## config.mk

```make
export PLATFORM = sky130hd
export DESIGN_NAME = irq_ctrl
export DESIGN_NICKNAME = d
export VERILOG_FILES = /design/src/rtl/irq_ctrl.sv
export SDC_FILE = /design/constraint.sdc
export NUM_CORES = 1
export LEC_CHECK = 0
export CAP_MARGIN = 10
export CORE_MARGIN = 8
export CORE_UTILIZATION = 48
export CTS_CLUSTER_SIZE = 30
export DETAILED_ROUTE_END_ITERATION = 10
export PLACE_DENSITY = 0.77
export SKIP_LAST_GASP = 1
export SLEW_MARGIN = 20
export SYNTH_ARGS = -nofsm -noshare
export SYNTH_HDL_FRONTEND = slang
export SYNTH_SLANG_ARGS = --single-unit
```

## constraint.sdc

```tcl
create_clock -name clk -period 3.4 [get_ports clk]
set_input_delay 0.51 -clock clk [delete_from_list [all_inputs] [get_ports clk]]
set_output_delay 0.51 -clock clk [all_outputs]
set_load 0.02 [all_outputs]
```

## src/rtl/irq_ctrl.sv

```systemverilog
// -----------------------------------------------------------------------------
// irq_ctrl -- multi-channel interrupt controller for the mips core.
//
// Synchronises N_CH asynchronous request lines, latches edge-mode events or
// tracks level-mode lines, masks and priority-encodes them (channel 0 is the
// highest priority) and presents a single request plus channel ID to the core
// over an irq_req / irq_ack handshake.  In-service state is kept until the
// handler signals end-of-interrupt (eoi).
//
// Optional feature macro: IRQ_NEST_EN
//   defined   -> nested interrupts: a higher-priority channel may preempt a
//                channel that is in service.
//   undefined -> at most one channel is in service at any time.
//
// Parameters:
//   N_CH        number of channels (1..32)
//   ID_W        width of irq_id (>= clog2(N_CH), minimum 1)
//   SYNC_STAGES synchroniser flops per input (>= 2)
//
// Ports:
//   clk         clock, all state on the rising edge
//   rst         asynchronous active-low reset
//   irq_in      raw asynchronous interrupt lines
//   mask_we     load mask from mask_wdata (1 = channel enabled)
//   mask_wdata  new mask value
//   mode_we     load mode from mode_wdata (1 = rising edge, 0 = level)
//   mode_wdata  new mode value
//   irq_req     request to the core
//   irq_id      channel being requested, or the last one acknowledged
//   irq_ack     one-cycle pulse: core accepts the request
//   eoi         one-cycle pulse: handler finished
//   pending     pending vector (debug readout)
//   in_service  in-service vector (debug readout)
// -----------------------------------------------------------------------------
module irq_ctrl #(
  parameter int N_CH        = 4,
  parameter int ID_W        = 2,
  parameter int SYNC_STAGES = 2
) (
  input  logic            clk,
  input  logic            rst,
  input  logic [N_CH-1:0] irq_in,
  input  logic            mask_we,
  input  logic [N_CH-1:0] mask_wdata,
  input  logic            mode_we,
  input  logic [N_CH-1:0] mode_wdata,
  output logic            irq_req,
  output logic [ID_W-1:0] irq_id,
  input  logic            irq_ack,
  input  logic            eoi,
  output logic [N_CH-1:0] pending,
  output logic [N_CH-1:0] in_service
);

  typedef enum logic [1:0] {
    IDLE,
    REQ,
    SERVICE
  } state_t;

  state_t          state_reg, state_next;
  logic            irq_req_reg, irq_req_next;
  logic [ID_W-1:0] irq_id_reg, irq_id_next;
  logic [N_CH-1:0] pending_reg, pending_next;
  logic [N_CH-1:0] is_reg, is_next;
  logic [N_CH-1:0] mask_reg;
  logic [N_CH-1:0] mode_reg;

  logic [N_CH-1:0] synced;
  logic [N_CH-1:0] edge_det;
  logic [N_CH-1:0] eligible;
  logic [N_CH-1:0] ack_clr;
  logic [N_CH-1:0] id_onehot;
  logic [N_CH-1:0] is_low_onehot;
  logic [ID_W-1:0] win_idx;

  // ---------------------------------------------------------------------------
  // Per-channel synchroniser chain plus one history flop for edge detection.
  // ---------------------------------------------------------------------------
  genvar gi;
  generate
    for (gi = 0; gi < N_CH; gi++) begin : g_sync
      logic [SYNC_STAGES-1:0] sync_reg;
      logic                   hist_reg;

      always_ff @(posedge clk or negedge rst) begin
        if (!rst) begin
          sync_reg <= '0;
          hist_reg <= 1'b0;
        end else begin
          sync_reg <= {sync_reg[SYNC_STAGES-2:0], irq_in[gi]};
          hist_reg <= sync_reg[SYNC_STAGES-1];
        end
      end

      assign synced[gi]   = sync_reg[SYNC_STAGES-1];
      assign edge_det[gi] = sync_reg[SYNC_STAGES-1] & ~hist_reg;
    end
  endgenerate

  // ---------------------------------------------------------------------------
  // Configuration registers.  They are plain flops, so a write only affects
  // eligibility from the cycle after the write edge.
  // ---------------------------------------------------------------------------
  always_ff @(posedge clk or negedge rst) begin
    if (!rst) begin
      mask_reg <= '0;
      mode_reg <= '1;
    end else begin
      if (mask_we) mask_reg <= mask_wdata;
      if (mode_we) mode_reg <= mode_wdata;
    end
  end

  // ---------------------------------------------------------------------------
  // Pending vector.  Edge channels latch until acknowledged, and a new edge in
  // the same cycle as the ack-clear keeps the bit set.  Level channels simply
  // follow the synchronised line, which also covers an edge->level switch.
  // ---------------------------------------------------------------------------
  always_comb begin
    pending_next = pending_reg;
    for (int i = 0; i < N_CH; i++) begin
      if (mode_reg[i]) begin
        if (ack_clr[i])  pending_next[i] = 1'b0;
        if (edge_det[i]) pending_next[i] = 1'b1;
      end else begin
        pending_next[i] = synced[i];
      end
    end
  end

  // ---------------------------------------------------------------------------
  // Priority encoding.
  // ---------------------------------------------------------------------------
  assign eligible      = pending_reg & mask_reg & ~is_reg;
  assign id_onehot     = N_CH'(1) << irq_id_reg;
  // Isolates the lowest set bit of the in-service vector.
  assign is_low_onehot = is_reg & (~is_reg + N_CH'(1));

  // Descending scan so the lowest eligible index is the one left standing.
  always_comb begin
    win_idx = '0;
    for (int i = N_CH - 1; i >= 0; i--) begin
      if (eligible[i]) win_idx = ID_W'(i);
    end
  end

`ifdef IRQ_NEST_EN
  logic [ID_W-1:0] is_low_idx;

  always_comb begin
    is_low_idx = '0;
    for (int i = N_CH - 1; i >= 0; i--) begin
      if (is_reg[i]) is_low_idx = ID_W'(i);
    end
  end
`endif

  // ---------------------------------------------------------------------------
  // Handshake FSM: state register.
  // ---------------------------------------------------------------------------
  always_ff @(posedge clk or negedge rst) begin
    if (!rst) begin
      state_reg   <= IDLE;
      irq_req_reg <= 1'b0;
      irq_id_reg  <= '0;
      pending_reg <= '0;
      is_reg      <= '0;
    end else begin
      state_reg   <= state_next;
      irq_req_reg <= irq_req_next;
      irq_id_reg  <= irq_id_next;
      pending_reg <= pending_next;
      is_reg      <= is_next;
    end
  end

  // ---------------------------------------------------------------------------
  // Handshake FSM: next state and registered outputs.  eoi is only honoured in
  // SERVICE, which also makes an ack+eoi pair in REQ process the ack alone.
  // ---------------------------------------------------------------------------
  always_comb begin
    state_next   = state_reg;
    irq_req_next = irq_req_reg;
    irq_id_next  = irq_id_reg;
    is_next      = is_reg;
    ack_clr      = '0;

    unique case (state_reg)
      IDLE: begin
        if (eligible != '0 && is_reg == '0) begin
          irq_id_next  = win_idx;
          irq_req_next = 1'b1;
          state_next   = REQ;
        end
      end

      REQ: begin
        // irq_id stays fixed here; a higher-priority arrival waits its turn.
        if (irq_ack) begin
          irq_req_next = 1'b0;
          is_next      = is_reg | id_onehot;
          ack_clr      = id_onehot & mode_reg;
          state_next   = SERVICE;
        end else if (!mask_reg[irq_id_reg] ||
                     (!mode_reg[irq_id_reg] && !pending_reg[irq_id_reg])) begin
          // Source masked off or level line dropped: withdraw the request.
          irq_req_next = 1'b0;
`ifdef IRQ_NEST_EN
          state_next   = (is_reg != '0) ? SERVICE : IDLE;
`else
          state_next   = IDLE;
`endif
        end
      end

      SERVICE: begin
        if (eoi && is_reg != '0) begin
          is_next = is_reg & ~is_low_onehot;
`ifdef IRQ_NEST_EN
          state_next = ((is_reg & ~is_low_onehot) != '0) ? SERVICE : IDLE;
`else
          state_next = IDLE;
`endif
        end
`ifdef IRQ_NEST_EN
        else if (eligible != '0 && win_idx < is_low_idx) begin
          // Preemption by a strictly higher-priority channel.
          irq_id_next  = win_idx;
          irq_req_next = 1'b1;
          state_next   = REQ;
        end
`endif
      end

      default: begin
        state_next   = IDLE;
        irq_req_next = 1'b0;
      end
    endcase
  end

  assign irq_req    = irq_req_reg;
  assign irq_id     = irq_id_reg;
  assign pending    = pending_reg;
  assign in_service = is_reg;

endmodule
```

layer_met1.png
The bar under the picture is 20 um long.
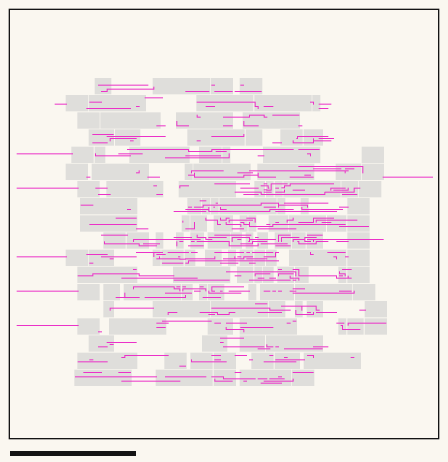
main direction: horizontal
share of all routed wire: 40%
longest straight run: 15.6 um
nets with wire on the layer: 127

layer_met2.png
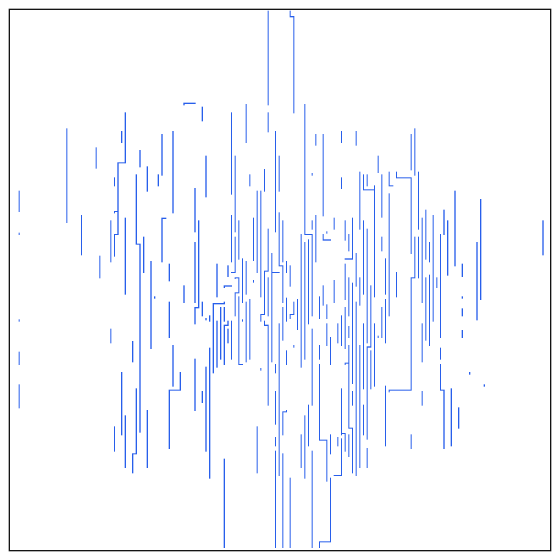
wire length on this layer: 1290 um
longest straight run: 23.6 um
share of all routed wire: 48%
main direction: vertical
nets with wire on the layer: 140
DR vias: 931
met2 Use GR: 20.5%
WL final: 2.67 mm

layer_met3.png
The bar under the picture is 20 um long.
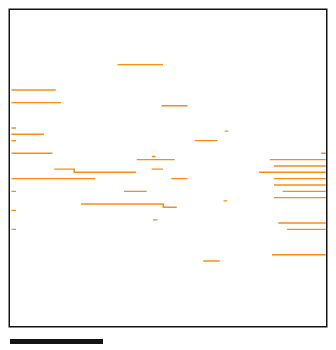
wire length on this layer: 244 um
share of all routed wire: 9.2%

==> ci_impl_report.md <==
## Implementation flow summary

| Metric | Value |
|---|---|
| CORE AREA | `2520 um^2` |
| Tally of non-filler cells in the final layout | `164` |
| DRC Markers | `0` |
| Slew @ Worst Pin | `0.392 ns` |
| Number of hold buffers added after CTS | `0` |
| Mean post-synth cell area | `13.0 um^2` |
| Die Width | `67.8 um` |
| Largest net degree at the start of global routing | `34` |
| Post-synth cell types | `29` |
| Layout area overhead | `28.9%` |
| Worst path slowest cell | `clkdlybuf4s50_1` |
| Routability Congestion | `0.833` |
| Total of max-cap violations | `0` |
| Starting Density | `51.1%` |
| Routed WL per cell | `16.3 um` |
| Leakage power | `0.701 nW` |
| Hold Vio Cnt, Final | `0` |
| Crit path required time | `2.89 ns` |
| CTS tree | `yes` |
| Syn Nets | `117` |
| Post-Syn Area | `1290 um^2` |
| Detail Route Antenna Nets | `0` |
| Diode count | `0` |
| P per Cell Area | `445 nW/um^2` |
| Synthesized chip area reported by yosys | `1290 um^2` |
| Startpoint types | `register` |
| Fin. max-slew vios | `0` |
| Hpwl dp | `2.03 mm` |
| Htree depth | `2` |
| WS Path Type | `register to output pin` |
| Yosys warns | `0` |
| VDD IR max | `0.357 mV` |
| First-pass GRT wire length | `4.47 mm` |
| Global route overflow | `0` |
| Slew HR | `73.9%` |
| Cycle use final | `61.8%` |
| Most used logic cell in the final layout | `dfrtp_1` |
| Vias in the first global route | `977` |
| Max reg flops | `8` |
| Critical path arrival | `1.59 ns` |
| Cells in synth_stat.txt | `99` |
| Root Driver | `clkbuf_4` |
| Most frequent cells in the layout | `dfrtp_1, clkdlybuf4s50_1, nand2_1` |
| DRT iter0 DRCs | `70` |
| Crit path buffers/inverters | `1` |
| Cells after synthesis | `99` |
| Antenna violations before repair | `0` |
| RSZ-0062 raised after global routing | `false` |
| Drt via density | `5.68` |
| Tot Pwr | `0.000739 W` |
| Layout Utilization | `65.9%` |
| Dpl cells | `156` |
| Clk ins delay skew pair | `0.33 ns` |
| Crit path max fanout | `11` |
| CP peak stage delay | `0.68 ns` |
| Num CTS Buffers | `5` |
| Clk sink count | `33` |
| I/O Pins | `29` |
| All-Layer GR Usage | `13.2%` |
| Hold WC Path Type | `register to register` |
| Yosys reg bits | `33` |
| Die Footprint | `4600 um^2` |
| Post-CTS sizing | `0` |
| FILL cells | `205` |
| Die height | `67.8 um` |
| Final nets | `151` |
| Status | `complete, no violations` |
| Core Rows | `18` |
| Synth Seq Share | `64.5%` |
| R2R setup slack | `1.68 ns` |
| CP cell instances | `clkdlybuf4s50_1` |
| Clock transition at path regs | `0.10 ns` |
| Log Warnings | `26` |
| Setup tns final | `0 ns` |
| Share of cells above drive strength 1 | `19.4%` |
| PortBufs | `28` |
| CP endpoint kind | `output pin` |
| Clock buffer depth | `2` |
| Total setup buffers inserted after CTS | `0` |
| Min cycle time layout | `2.10 ns` |
| Max Freq | `0.476 GHz` |
| Fin Clk Skew | `0.00920 ns` |
| CP top delay family | `buffers and inverters` |
| Setup-failing EPs final | `0` |
| Pre-antenna DRT Iters | `4` |
-- layer usage --
metal / GRT usage (%) / wire, um
met5: 0 / 0
met3: 5.88 / 244
met1: 15.0 / 1060
met4: 7.16 / 75
met2: 20.5 / 1290
-- cell families (layout without fill, tap and decap cells) --
| family | count (synthesis) | in the layout | synth area share [%] |
|---|---|---|---|
| DFF | 33 | 33 | 64.5 |
| and+or+nand+nor | 34 | 34 | 15.0 |
| muxes | 10 | 10 | 9.90 |
| AOI/OAI and AO/OA | 16 | 16 | 8.93 |
| buffers and inverters | 6 | 41 | 1.75 |
-- final cells by class --
class | count | area [um^2] | share of cell area [%]
Clock buffer | 5 | 37.5 | 2.26
Clock inverter | 3 | 17.5 | 1.05
Inverter | 4 | 15.0 | 0.904
Multi-Input combinational cell | 60 | 435 | 26.2
Sequential cell | 33 | 831 | 50.0
Tap cell | 30 | 37.5 | 2.26
Timing Repair Buffer | 29 | 288 | 17.3
-- metrics by stage --
| step | hold slack [ns] | setup slack (ns) | cell area (um^2) |
|---|---|---|---|
| finish | 0.356 | 1.30 | 1660 |
| global route | 0.364 | 1.24 | 1660 |
| CTS | 0.359 | 1.28 | 1660 |
| detailed placement | 0.336 | 1.47 | 1610 |
| global placement | 0.332 | 1.51 | 1610 |
| floorplan | 0.214 | 1.69 | 1290 |
-- synthesized netlist by cell type --
cell,number,area [um^2]
dfstp_2,4,105
a32o_1,4,40.0
nor4_1,1,6.26
nand3b_1,4,30.0
o21ai_2,1,8.76
nor4bb_1,1,10.0
mux4_2,1,22.5
nor3_1,1,5.00
or4_4,1,11.3
a32oi_1,1,8.76
dfrtp_1,29,726
or3_1,1,6.26
nand4b_1,1,8.76
nor4b_1,1,8.76
or2_1,1,6.26
a22oi_1,2,15.0
o21ai_1,2,10.0
nor2_1,5,18.8
clkbuf_1,2,7.51
nand2_1,14,52.6
inv_1,4,15.0
nand4_1,1,6.26
o211ai_1,1,7.51
a21oi_1,4,20.0
nand2b_1,1,6.26
mux2_2,8,90.1
o21ai_0,1,5.00
nor3_4,1,16.3
mux2_4,1,15.0
-- report_power, final --
part	leakage [nW]	total [W]	internal (W)	switching [W]
clock network	0.0310	0.000204	0.0000778	0.000127
logic	0.285	0.0000899	0.0000518	0.0000381
registers	0.385	0.000445	0.000422	0.0000235
total	0.701	0.000739	0.000551	0.000188
-- path summary, 6_finish.rpt --
kind | startpoint | to | cells after the start
worst max-delay path | irq_id[1] | irq_id[1] | 1
worst max register to register | in_service[0] | irq_id[0] | 4
min in group asynchronous | rst | state_reg[1] | 2
worst min register to register | g_sync[1].sync_reg[0] | g_sync[1].sync_reg[1] | 0
max in group asynchronous | rst | mode_reg[3] | 2
worst min-delay path | g_sync[1].sync_reg[0] | g_sync[1].sync_reg[1] | 0
Power and IR drop assume default switching activity.
